===== config.mk =====
export PLATFORM = sky130hd
export DESIGN_NAME = poly_taps_reload_ctrl_flat
export DESIGN_NICKNAME = d
export VERILOG_FILES = /design/src/rtl/tulip_dsp_pkg.sv /design/src/rtl/poly_taps_reload_ctrl_if.sv /design/src/rtl/poly_taps_reload_ctrl_inflight.sv /design/src/rtl/poly_taps_reload_ctrl.sv /design/src/flat_wrapper.sv
export SDC_FILE = /design/constraint.sdc
export NUM_CORES = 1
export LEC_CHECK = 0
export ABC_AREA = 1
export CELL_PAD_IN_SITES_DETAIL_PLACEMENT = 2
export CELL_PAD_IN_SITES_GLOBAL_PLACEMENT = 2
export CORE_ASPECT_RATIO = 0.5
export CORE_MARGIN = 3
export CORE_UTILIZATION = 33
export DETAILED_ROUTE_END_ITERATION = 8
export PLACE_DENSITY = 0.87
export SYNTH_ARGS = -nofsm -noshare
export SYNTH_HDL_FRONTEND = slang
export SYNTH_HIERARCHICAL = 1
export SYNTH_SLANG_ARGS = --single-unit

===== constraint.sdc =====
create_clock -name clk -period 3.55 [get_ports clk]
set_clock_uncertainty 0.15 [all_clocks]
set_input_delay 0.355 -clock clk [delete_from_list [all_inputs] [get_ports clk]]
set_output_delay 0.355 -clock clk [all_outputs]
set_load 0.01 [all_outputs]

===== src/rtl/tulip_dsp_pkg.sv =====
// Shared types and constants for the float32 polynomial estimator control path.
package tulip_dsp_pkg;

   localparam int C_FP_DWIDTH  = 32;
   localparam int C_ADC_DWIDTH = 24;

   typedef logic [C_FP_DWIDTH-1:0] float_t;

   localparam float_t C_FP_ONE = 32'h3F80_0000;

   typedef enum logic [1:0] {
      IDLE,
      DRAIN,
      LOAD,
      WAIT_DONE
   } ctrl_state_e;

endpackage


===== src/rtl/poly_taps_reload_ctrl_if.sv =====
// Bundles the config, sample-path, monitor and tap-programming signals of the reload controller.
// POLY_TAPS_READBACK_EN adds the shadow readback pair cfg_rd_addr / cfg_rd_data.
interface poly_taps_reload_ctrl_if
   import tulip_dsp_pkg::*;
#(
   parameter int G_POLY_ORDER = 5,
   parameter int G_ADC_DWIDTH = C_ADC_DWIDTH
) ();
   localparam int N  = G_POLY_ORDER + 1;
   localparam int AW = (N > 1) ? $clog2(N) : 1;

   logic                    cfg_wr_en;
   logic [AW-1:0]           cfg_wr_addr;
   float_t                  cfg_wr_data;
   logic                    cfg_commit;
   logic                    cfg_busy;
   logic                    cfg_done_pulse;
   logic                    cfg_timeout_err;
`ifdef POLY_TAPS_READBACK_EN
   logic [AW-1:0]           cfg_rd_addr;
   float_t                  cfg_rd_data;
`endif
   logic [G_ADC_DWIDTH-1:0] s_din;
   logic                    s_din_valid;
   logic                    s_din_ready;
   logic [G_ADC_DWIDTH-1:0] m_din;
   logic                    m_din_valid;
   logic                    m_din_ready;
   logic                    mon_dout_valid;
   logic                    mon_dout_ready;
   float_t                  taps_prog_din;
   logic                    taps_prog_din_valid;
   logic                    taps_prog_din_ready;
   logic                    taps_prog_done;

   // Controller side
   modport slave (
      input  cfg_wr_en, cfg_wr_addr, cfg_wr_data, cfg_commit,
      input  s_din, s_din_valid, m_din_ready, mon_dout_valid, mon_dout_ready,
      input  taps_prog_din_ready, taps_prog_done,
`ifdef POLY_TAPS_READBACK_EN
      input  cfg_rd_addr,
      output cfg_rd_data,
`endif
      output cfg_busy, cfg_done_pulse, cfg_timeout_err,
      output s_din_ready, m_din, m_din_valid,
      output taps_prog_din, taps_prog_din_valid
   );

   // CPU / sample source / datapath side
   modport master (
      output cfg_wr_en, cfg_wr_addr, cfg_wr_data, cfg_commit,
      output s_din, s_din_valid, m_din_ready, mon_dout_valid, mon_dout_ready,
      output taps_prog_din_ready, taps_prog_done,
`ifdef POLY_TAPS_READBACK_EN
      output cfg_rd_addr,
      input  cfg_rd_data,
`endif
      input  cfg_busy, cfg_done_pulse, cfg_timeout_err,
      input  s_din_ready, m_din, m_din_valid,
      input  taps_prog_din, taps_prog_din_valid
   );

endinterface


===== src/rtl/poly_taps_reload_ctrl_inflight.sv =====
// Counts samples inside the datapath: up on input handshake, down on output handshake.
module poly_inflight_counter #(
   parameter int G_MAX_INFLIGHT = 16
) (
   input  logic clk,
   input  logic reset_n,
   input  logic inc_i,
   input  logic dec_i,
   output logic zero_o,
   output logic full_o
);
   localparam int CW = $clog2(G_MAX_INFLIGHT + 1);

   logic [CW-1:0] cnt_q, cnt_d;

   // Simultaneous inc+dec cancels; both ends hold rather than wrap
   always_comb begin
      cnt_d = cnt_q;
      if (inc_i && !dec_i && (cnt_q != CW'(G_MAX_INFLIGHT)))
         cnt_d = cnt_q + CW'(1);
      else if (dec_i && !inc_i && (cnt_q != '0))
         cnt_d = cnt_q - CW'(1);
   end

   always_ff @(posedge clk or negedge reset_n) begin
      if (!reset_n) cnt_q <= '0;
      else          cnt_q <= cnt_d;
   end

   assign zero_o = (cnt_q == '0);
   assign full_o = (cnt_q == CW'(G_MAX_INFLIGHT));

endmodule


===== src/rtl/poly_taps_reload_ctrl.sv =====
// Reload controller: shadow tap bank, sample-path gating, drain, tap streaming, done/timeout.
// POLY_TAPS_READBACK_EN adds a registered readback of the shadow bank.
module poly_taps_reload_ctrl
   import tulip_dsp_pkg::*;
#(
   parameter int G_POLY_ORDER   = 5,
   parameter int G_ADC_DWIDTH   = C_ADC_DWIDTH,
   parameter int G_MAX_INFLIGHT = 16,
   parameter int G_DONE_TIMEOUT = 256
) (
   input  logic                    clk,
   input  logic                    reset_n,
   poly_taps_reload_ctrl_if.slave  bus
);
   localparam int N  = G_POLY_ORDER + 1;
   localparam int IW = (N > 1) ? $clog2(N) : 1;
   localparam int TW = (G_DONE_TIMEOUT > 1) ? $clog2(G_DONE_TIMEOUT) : 1;

   ctrl_state_e             state_q, state_d;
   logic [IW-1:0]           idx_q, idx_d;
   logic [TW-1:0]           tmo_q, tmo_d;
   logic                    err_q, err_d;
   logic                    done_q, done_d;
   float_t                  shadow_q [N];
   logic [G_ADC_DWIDTH-1:0] din_w;
   logic                    gate, m_hs, mon_hs, infl_zero, infl_full;

   // Sample path only flows while idle and the datapath has room
   assign gate             = (state_q == IDLE) && !infl_full;
   assign din_w            = bus.s_din;
   assign bus.m_din        = din_w;
   assign bus.m_din_valid  = bus.s_din_valid & gate;
   assign bus.s_din_ready  = bus.m_din_ready & gate;
   assign m_hs             = bus.s_din_valid & bus.m_din_ready & gate;
   assign mon_hs           = bus.mon_dout_valid & bus.mon_dout_ready;

   poly_inflight_counter #(
      .G_MAX_INFLIGHT (G_MAX_INFLIGHT)
   ) u_inflight (
      .clk     (clk),
      .reset_n (reset_n),
      .inc_i   (m_hs),
      .dec_i   (mon_hs),
      .zero_o  (infl_zero),
      .full_o  (infl_full)
   );

   // A write in the commit cycle lands here before LOAD ever reads the bank
   always_ff @(posedge clk or negedge reset_n) begin
      if (!reset_n) begin
         for (int i = 0; i < N; i++) shadow_q[i] <= (i == 1) ? C_FP_ONE : '0;
      end else if ((state_q == IDLE) && bus.cfg_wr_en && (int'(bus.cfg_wr_addr) < N)) begin
         shadow_q[bus.cfg_wr_addr] <= bus.cfg_wr_data;
      end
   end

   always_comb begin
      state_d = state_q;
      idx_d   = idx_q;
      tmo_d   = tmo_q;
      err_d   = err_q;
      done_d  = 1'b0;
      unique case (state_q)
         IDLE: begin
            if (bus.cfg_commit) begin
               state_d = DRAIN;
               err_d   = 1'b0;
            end
         end
         DRAIN: begin
            if (infl_zero) begin
               state_d = LOAD;
               idx_d   = '0;
            end
         end
         LOAD: begin
            if (bus.taps_prog_din_ready) begin
               if (int'(idx_q) == N - 1) begin
                  state_d = WAIT_DONE;
                  tmo_d   = '0;
               end else begin
                  idx_d = idx_q + IW'(1);
               end
            end
         end
         WAIT_DONE: begin
            if (bus.taps_prog_done) begin
               state_d = IDLE;
               done_d  = 1'b1;
            end else if (int'(tmo_q) == G_DONE_TIMEOUT - 1) begin
               state_d = IDLE;
               err_d   = 1'b1;
            end else begin
               tmo_d = tmo_q + TW'(1);
            end
         end
         default: state_d = IDLE;
      endcase
   end

   always_ff @(posedge clk or negedge reset_n) begin
      if (!reset_n) begin
         state_q <= IDLE;
         idx_q   <= '0;
         tmo_q   <= '0;
         err_q   <= 1'b0;
         done_q  <= 1'b0;
      end else begin
         state_q <= state_d;
         idx_q   <= idx_d;
         tmo_q   <= tmo_d;
         err_q   <= err_d;
         done_q  <= done_d;
      end
   end

   assign bus.cfg_busy            = (state_q != IDLE);
   assign bus.cfg_done_pulse      = done_q;
   assign bus.cfg_timeout_err     = err_q;
   assign bus.taps_prog_din_valid = (state_q == LOAD);
   assign bus.taps_prog_din       = shadow_q[idx_q];

`ifdef POLY_TAPS_READBACK_EN
   float_t rd_data_q;

   always_ff @(posedge clk or negedge reset_n) begin
      if (!reset_n)                         rd_data_q <= '0;
      else if (int'(bus.cfg_rd_addr) < N)   rd_data_q <= shadow_q[bus.cfg_rd_addr];
      else                                  rd_data_q <= '0;
   end

   assign bus.cfg_rd_data = rd_data_q;
`endif

endmodule

===== src/flat_wrapper.sv =====
// flat-port wrapper written by rule: the top's interface ports become plain ports
module poly_taps_reload_ctrl_flat import tulip_dsp_pkg::*;
#(
   parameter int G_POLY_ORDER   = 5,
   parameter int G_ADC_DWIDTH   = C_ADC_DWIDTH,
   parameter int G_MAX_INFLIGHT = 16,
   parameter int G_DONE_TIMEOUT = 256
)
  (clk, reset_n, bus_cfg_wr_en, bus_cfg_wr_addr, bus_cfg_wr_data, bus_cfg_commit, bus_s_din, bus_s_din_valid, bus_m_din_ready, bus_mon_dout_valid, bus_mon_dout_ready, bus_taps_prog_din_ready, bus_taps_prog_done, bus_cfg_busy, bus_cfg_done_pulse, bus_cfg_timeout_err, bus_s_din_ready, bus_m_din, bus_m_din_valid, bus_taps_prog_din, bus_taps_prog_din_valid);
  poly_taps_reload_ctrl_if #(.G_POLY_ORDER(G_POLY_ORDER), .G_ADC_DWIDTH(G_ADC_DWIDTH)) bus_i ();
  input  logic clk;
  input  logic reset_n;
  input wire logic [$bits(bus_i.cfg_wr_en)-1:0] bus_cfg_wr_en;
  input wire logic [$bits(bus_i.cfg_wr_addr)-1:0] bus_cfg_wr_addr;
  input wire logic [$bits(bus_i.cfg_wr_data)-1:0] bus_cfg_wr_data;
  input wire logic [$bits(bus_i.cfg_commit)-1:0] bus_cfg_commit;
  input wire logic [$bits(bus_i.s_din)-1:0] bus_s_din;
  input wire logic [$bits(bus_i.s_din_valid)-1:0] bus_s_din_valid;
  input wire logic [$bits(bus_i.m_din_ready)-1:0] bus_m_din_ready;
  input wire logic [$bits(bus_i.mon_dout_valid)-1:0] bus_mon_dout_valid;
  input wire logic [$bits(bus_i.mon_dout_ready)-1:0] bus_mon_dout_ready;
  input wire logic [$bits(bus_i.taps_prog_din_ready)-1:0] bus_taps_prog_din_ready;
  input wire logic [$bits(bus_i.taps_prog_done)-1:0] bus_taps_prog_done;
  output wire logic [$bits(bus_i.cfg_busy)-1:0] bus_cfg_busy;
  output wire logic [$bits(bus_i.cfg_done_pulse)-1:0] bus_cfg_done_pulse;
  output wire logic [$bits(bus_i.cfg_timeout_err)-1:0] bus_cfg_timeout_err;
  output wire logic [$bits(bus_i.s_din_ready)-1:0] bus_s_din_ready;
  output wire logic [$bits(bus_i.m_din)-1:0] bus_m_din;
  output wire logic [$bits(bus_i.m_din_valid)-1:0] bus_m_din_valid;
  output wire logic [$bits(bus_i.taps_prog_din)-1:0] bus_taps_prog_din;
  output wire logic [$bits(bus_i.taps_prog_din_valid)-1:0] bus_taps_prog_din_valid;
  assign bus_i.cfg_wr_en = bus_cfg_wr_en;
  assign bus_i.cfg_wr_addr = bus_cfg_wr_addr;
  assign bus_i.cfg_wr_data = bus_cfg_wr_data;
  assign bus_i.cfg_commit = bus_cfg_commit;
  assign bus_i.s_din = bus_s_din;
  assign bus_i.s_din_valid = bus_s_din_valid;
  assign bus_i.m_din_ready = bus_m_din_ready;
  assign bus_i.mon_dout_valid = bus_mon_dout_valid;
  assign bus_i.mon_dout_ready = bus_mon_dout_ready;
  assign bus_i.taps_prog_din_ready = bus_taps_prog_din_ready;
  assign bus_i.taps_prog_done = bus_taps_prog_done;
  assign bus_cfg_busy = bus_i.cfg_busy;
  assign bus_cfg_done_pulse = bus_i.cfg_done_pulse;
  assign bus_cfg_timeout_err = bus_i.cfg_timeout_err;
  assign bus_s_din_ready = bus_i.s_din_ready;
  assign bus_m_din = bus_i.m_din;
  assign bus_m_din_valid = bus_i.m_din_valid;
  assign bus_taps_prog_din = bus_i.taps_prog_din;
  assign bus_taps_prog_din_valid = bus_i.taps_prog_din_valid;
  poly_taps_reload_ctrl #(.G_POLY_ORDER(G_POLY_ORDER), .G_ADC_DWIDTH(G_ADC_DWIDTH), .G_MAX_INFLIGHT(G_MAX_INFLIGHT), .G_DONE_TIMEOUT(G_DONE_TIMEOUT)) u_core (.clk(clk), .reset_n(reset_n), .bus(bus_i));
endmodule

cell_classes.png
Fill, decap, tap and diode cells in gray.
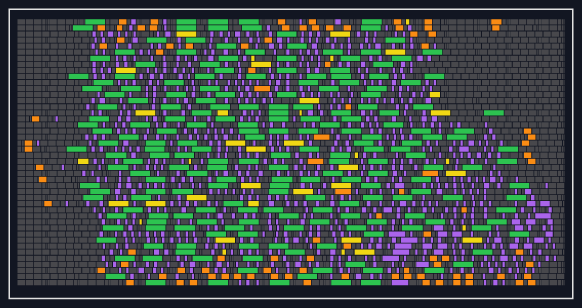
- orange: other buffers and delay cells (cells 95; share of their area 8.8%)
- yellow: clock drivers and dummy loads (cells 38; share of their area 6.1%)
- green: flip-flops (cells 212; share of their area 47%)
- purple: all other logic (cells 891; share of their area 38%)

met2.png
Cells faint in the background.
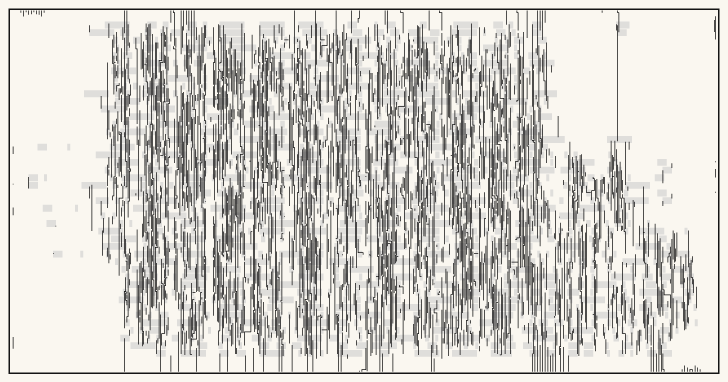
- share of all routed wire: 52%
- nets with wire on the layer: 1192
- main direction: vertical
- longest straight run: 53.7 um
- wire length on this layer: 17800 um
GR met2 Demand/Resource: 40.5%
detailed-route wire length: 33900 um

port_nets.png
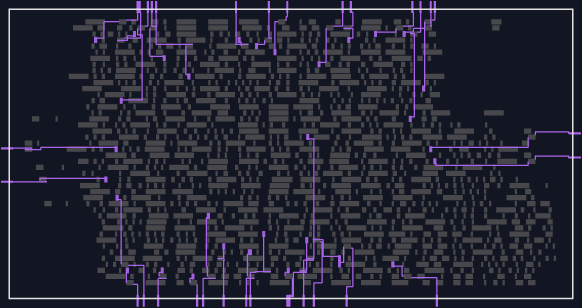
- purple: bus_taps_prog_din (bits 32; direction output; end cells 32; buffers 32; wire 1100 um)

registers in the layout, indices dropped and copies added (netlist names):
| name | count |
|---|---|
| u_core/bus.cfg_timeout_err | 1 |
| u_core/shadow_q | 192 |
| u_core/u_inflight/cnt_q | 5 |
| u_core/bus.cfg_done_pulse | 1 |
| u_core/tmo_q | 8 |
| u_core/state_q | 2 |
| u_core/idx_q | 3 |
cell type report:
cell class | instances | area, um2
fill | 3225 | 17600
inverter | 66 | 249
tap | 391 | 489
multi-input combinational | 825 | 4040
timing repair buffer | 95 | 987
sequential | 212 | 5320
clock buffer | 30 | 642
clock inverter | 8 | 40.0
routing by layer:
metal	global-route usage (%)	vias to the layer above	wire length, um
met2	40.5	110	17800
met1	25.4	4643	14800
met3	2.31	45	789
li1	-	3984	-
met4	3.99	0	510
met5	0	-	0
==> out/qor.csv <==
metric,value,unit
status,"finished, final reports clean",
ys_top_cells_by_count,"nand2_1 (315), o21ai_0 (275), dfrtp_1 (205)",
r2r-end,u_core/shadow_q[132],
final_antenna_net_count,0,
synth_area,10000,um2
post-route-util,40.0,%
synth-seq-area-share,53.1,%
r2r_slack,0.45,ns
hold_ws,0.332,ns
slowest_stage,inv_1,
area_growth,17.6,%
syn_nets,1279,
fp_util,34.0,%
syn_inst,1198,
cts_tree,built,
grt.total_usage,20.9,%
dieArea,32600,um2
most_common_cell,nand2_1,
dp_cells,1588,
path_buffers,3,
finalClockPeriodUsage,95.4,%
grt_start_max_net_pins,99,
power.share.combinational,36.9,%
setup_viol,0,
critPathCapture,bus_taps_prog_din[2],
cts_resized,0,
lay_top_cells,"nand2_1 (315), o21ai_0 (275), dfrtp_1 (204)",
clockBufferDepth,3,
end_kind,output pin,
grt_pass1_vias,10200,
cp_num_cells,7,
synth_area_per_cell,8.35,um2
drt_iter0_drc,639,
powerSeq,4300,uW
htreeDepth,1,
